===== config.mk =====
export PLATFORM = sky130hd
export DESIGN_NAME = vga_timing_gen
export DESIGN_NICKNAME = d
export VERILOG_FILES = /design/src/rtl/vga_timing_gen.sv
export SDC_FILE = /design/constraint.sdc
export NUM_CORES = 1
export LEC_CHECK = 0
export CORE_MARGIN = 3
export CORE_UTILIZATION = 35
export DETAILED_ROUTE_END_ITERATION = 12
export SYNTH_ARGS = -nofsm -noshare
export SYNTH_HDL_FRONTEND = slang
export SYNTH_SLANG_ARGS = --single-unit

===== constraint.sdc =====
create_clock -name clk -period 2.79 [get_ports clk]
set_clock_uncertainty 0.2 [all_clocks]
set_input_delay 0.6975 -clock clk [delete_from_list [all_inputs] [get_ports clk]]
set_output_delay 0.6975 -clock clk [all_outputs]
set_load 0.03 [all_outputs]

===== src/rtl/vga_timing_gen.sv =====
// Parametrised VGA raster timing generator: pixel-tick divider, col/row counters,
// sync/data-enable flags and line/frame strobes, all registered on the same pixel.
module vga_timing_gen #(
    parameter int   H_DISPLAY = 640,
    parameter int   H_FRONT   = 16,
    parameter int   H_SYNC    = 96,
    parameter int   H_BACK    = 48,
    parameter int   V_DISPLAY = 480,
    parameter int   V_FRONT   = 10,
    parameter int   V_SYNC    = 2,
    parameter int   V_BACK    = 33,
    parameter int   CLK_DIV   = 2,
    parameter logic HSYNC_POL = 1'b0,
    parameter logic VSYNC_POL = 1'b0,
    parameter int   CNT_W     = 10
) (
    input  logic             clk,
    input  logic             rst,
    input  logic             en,
    output logic             pix_tick,
    output logic [CNT_W-1:0] col,
    output logic [CNT_W-1:0] row,
    output logic             hsync,
    output logic             vsync,
    output logic             de,
    output logic             line_start,
    output logic             frame_start
);

    localparam int H_TOTAL = H_DISPLAY + H_FRONT + H_SYNC + H_BACK;
    localparam int V_TOTAL = V_DISPLAY + V_FRONT + V_SYNC + V_BACK;
    localparam int DIV_W   = (CLK_DIV > 1) ? $clog2(CLK_DIV) : 1;
    localparam int CW1     = CNT_W + 1;

    localparam logic [DIV_W-1:0] DIV_LAST = DIV_W'(CLK_DIV - 1);
    localparam logic [DIV_W-1:0] DIV_ONE  = DIV_W'(1);
    localparam logic [CNT_W-1:0] CNT_ONE  = CNT_W'(1);
    localparam logic [CNT_W-1:0] H_LAST   = CNT_W'(H_TOTAL - 1);
    localparam logic [CNT_W-1:0] V_LAST   = CNT_W'(V_TOTAL - 1);

    // Region bounds carry one extra bit so a sync pulse ending exactly at
    // 2^CNT_W does not wrap to zero.
    localparam logic [CW1-1:0] H_DE_END   = CW1'(H_DISPLAY);
    localparam logic [CW1-1:0] H_SYNC_BEG = CW1'(H_DISPLAY + H_FRONT);
    localparam logic [CW1-1:0] H_SYNC_END = CW1'(H_DISPLAY + H_FRONT + H_SYNC);
    localparam logic [CW1-1:0] V_DE_END   = CW1'(V_DISPLAY);
    localparam logic [CW1-1:0] V_SYNC_BEG = CW1'(V_DISPLAY + V_FRONT);
    localparam logic [CW1-1:0] V_SYNC_END = CW1'(V_DISPLAY + V_FRONT + V_SYNC);

    logic [DIV_W-1:0] div_q, div_d;
    logic [CNT_W-1:0] col_q, col_d;
    logic [CNT_W-1:0] row_q, row_d;
    logic             hsync_q, hsync_d;
    logic             vsync_q, vsync_d;
    logic             de_q, de_d;
    logic             line_start_q, line_start_d;
    logic             frame_start_q, frame_start_d;

    logic             tick;
    logic [CNT_W-1:0] col_n;
    logic [CNT_W-1:0] row_n;
    logic [CW1-1:0]   col_x;
    logic [CW1-1:0]   row_x;
    logic             h_sync_act;
    logic             v_sync_act;

    assign tick = en & (div_q == DIV_LAST);

    always_comb begin
        div_d = div_q;
        if (en) begin
            div_d = (div_q == DIV_LAST) ? '0 : div_q + DIV_ONE;
        end
    end

    // Next raster position if this clk carries a pixel advance.
    always_comb begin
        col_n = (col_q == H_LAST) ? '0 : col_q + CNT_ONE;
        row_n = row_q;
        if (col_q == H_LAST) begin
            row_n = (row_q == V_LAST) ? '0 : row_q + CNT_ONE;
        end
        col_x      = {1'b0, col_n};
        row_x      = {1'b0, row_n};
        h_sync_act = (col_x >= H_SYNC_BEG) && (col_x < H_SYNC_END);
        v_sync_act = (row_x >= V_SYNC_BEG) && (row_x < V_SYNC_END);
    end

    // Flags are derived from the next position so they land together with it.
    always_comb begin
        col_d         = col_q;
        row_d         = row_q;
        hsync_d       = hsync_q;
        vsync_d       = vsync_q;
        de_d          = de_q;
        line_start_d  = 1'b0;
        frame_start_d = 1'b0;
        if (tick) begin
            col_d         = col_n;
            row_d         = row_n;
            de_d          = (col_x < H_DE_END) && (row_x < V_DE_END);
            hsync_d       = h_sync_act ? HSYNC_POL : ~HSYNC_POL;
            vsync_d       = v_sync_act ? VSYNC_POL : ~VSYNC_POL;
            line_start_d  = (col_n == '0);
            frame_start_d = (col_n == '0) && (row_n == '0);
        end
    end

    // Reset parks the raster on its last position so the first tick lands on (0,0).
    always_ff @(posedge clk) begin
        if (rst) begin
            div_q         <= '0;
            col_q         <= H_LAST;
            row_q         <= V_LAST;
            hsync_q       <= ~HSYNC_POL;
            vsync_q       <= ~VSYNC_POL;
            de_q          <= 1'b0;
            line_start_q  <= 1'b0;
            frame_start_q <= 1'b0;
        end else begin
            div_q         <= div_d;
            col_q         <= col_d;
            row_q         <= row_d;
            hsync_q       <= hsync_d;
            vsync_q       <= vsync_d;
            de_q          <= de_d;
            line_start_q  <= line_start_d;
            frame_start_q <= frame_start_d;
        end
    end

    assign pix_tick    = tick;
    assign col         = col_q;
    assign row         = row_q;
    assign hsync       = hsync_q;
    assign vsync       = vsync_q;
    assign de          = de_q;
    assign line_start  = line_start_q;
    assign frame_start = frame_start_q;

endmodule


==> git commit body <==
Record implementation results from latest flow run

- The flow ran to the end, and the final reports show no timing, DRC or antenna violations.
- Yosys reports a chip area of 1730 um2.
- Required time worst endpoint: 1.89 ns
* Clock-pin slew of the registers on the worst-case setup and hold paths: 0.09 ns
- Sequential share of power: 41.5%
- Yosys aoi share: 20.3%
* Total core area: 4560 um2
* Areal power density over the cells: 456 nW/um2
- Mapped Area: 1730 um2
- Vias in the first global route: 1,583
- Effective utilization at floorplan: 37.8%
- The dominant power group in this design is registers.
- Total overflow reported by the global router: 0
- Synth top area share: 30.1%
- After detailed placement, the design holds a cell count of 315.
- Entering global routing, the biggest net connects 26 pins.
* Max-slew headroom: 72.3%
* Die Size: 5810 um2
- The power report puts the leakage power at 0.783 nW.
- After Yosys synthesis, full adders, half adders and majority gates account for 2.17% of the synthesized area.
- Cell type with the largest total area after synthesis: sky130_fd_sc_hd__dfxtp_1
* XOR/XNOR Area Share: 9.13%
- For this design the top-level I/O count stands at 29.
* Net switching fraction of the power: 35.8%
* Setup repair after global routing missed its margin: false
worst max-delay path, cell delays in order:
cell and delay, ns:
sky130_fd_sc_hd__clkdlybuf4s50_1 0.49, sky130_fd_sc_hd__nand2_1 0.15, sky130_fd_sc_hd__inv_1 0.20, sky130_fd_sc_hd__buf_4 0.19
stage by stage:
step | worst slack [ns] | hold WS, ns | util (%)
floorplan | 0.0968 | 0.282 | -
global placement | 0.164 | 0.286 | 46.3
detailed placement | 0.131 | 0.289 | 46.3
CTS | 0.151 | 0.317 | 47.2
global route | 0.0792 | 0.346 | 47.4
finish | 0.154 | 0.322 | 47.4
registers in the layout (all words and copies together) (netlist names):
signal       flops
col             10
row             10
de               1
div_q            1
frame_start      1
hsync            1
line_start       1
vsync            1
worst paths after layout:
path / from / endpoint / slack, ns / cells past startpoint
max reg2reg: col[0]$_SDFFE_PP1P_ / frame_start$_SDFF_PP0_ / 0.30 / 7
min reg2reg: hsync$_SDFFE_PP1P_ / hsync$_SDFFE_PP1P_ / 0.32 / 1
min: hsync$_SDFFE_PP1P_ / hsync$_SDFFE_PP1P_ / 0.32 / 1
max: en / pix_tick / 0.15 / 4
metal layers:
metal / track usage, % / up-vias / part of all wire, %
li1: - / 864 / -
met4: 2.17 / 0 / 0.89
met1: 20.4 / 815 / 47
met2: 26.4 / 32 / 48
met5: 0 / - / 0
met3: 2.84 / 4 / 3.4
area by class of cell:
cell class,count,area (um2)
Fill cell,481,2400
Multi-Input combinational cell,174,1100
Sequential cell,26,520
Timing Repair Buffer,45,405
Tap cell,65,81.3
Clock buffer,3,41.3
Inverter,5,18.8
what timing repair did:
item / 4_1_cts / 5_1_grt
hold endpoints to repair: 0 / 0
setup endpoints to repair: 0 / 1
gates resized: 0 / 2
Routed metal per tile:
The bar under the picture is 20 um long. The die is cut into 15 by 15 equal tiles; white is low, dark blue is high, scaled to the fullest tile. Values are wire area over tile area, all layers added.
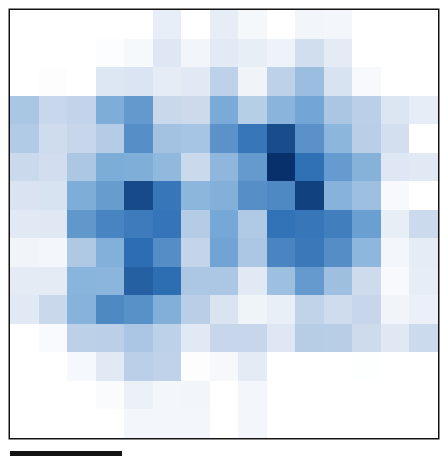
densest ninth of the die: centre
mean over tiles: 0.12
nearly empty tiles: 24%
fullest tile: 0.49
tiles over half the peak: 16%
wire length per cell after detailed routing: 14.1 um
via count: 1,715
aggregate global-route resource usage: 15.4%

M3 wires:
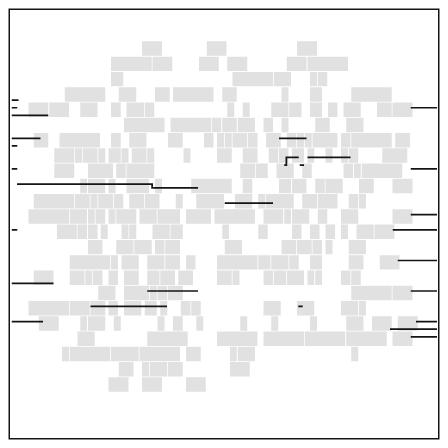
share of all routed wire: 3.4%
main direction: horizontal
wirelength, routed: 4480 um
met3 Resource Use GR: 2.84%

Power and IR drop assume default switching activity.
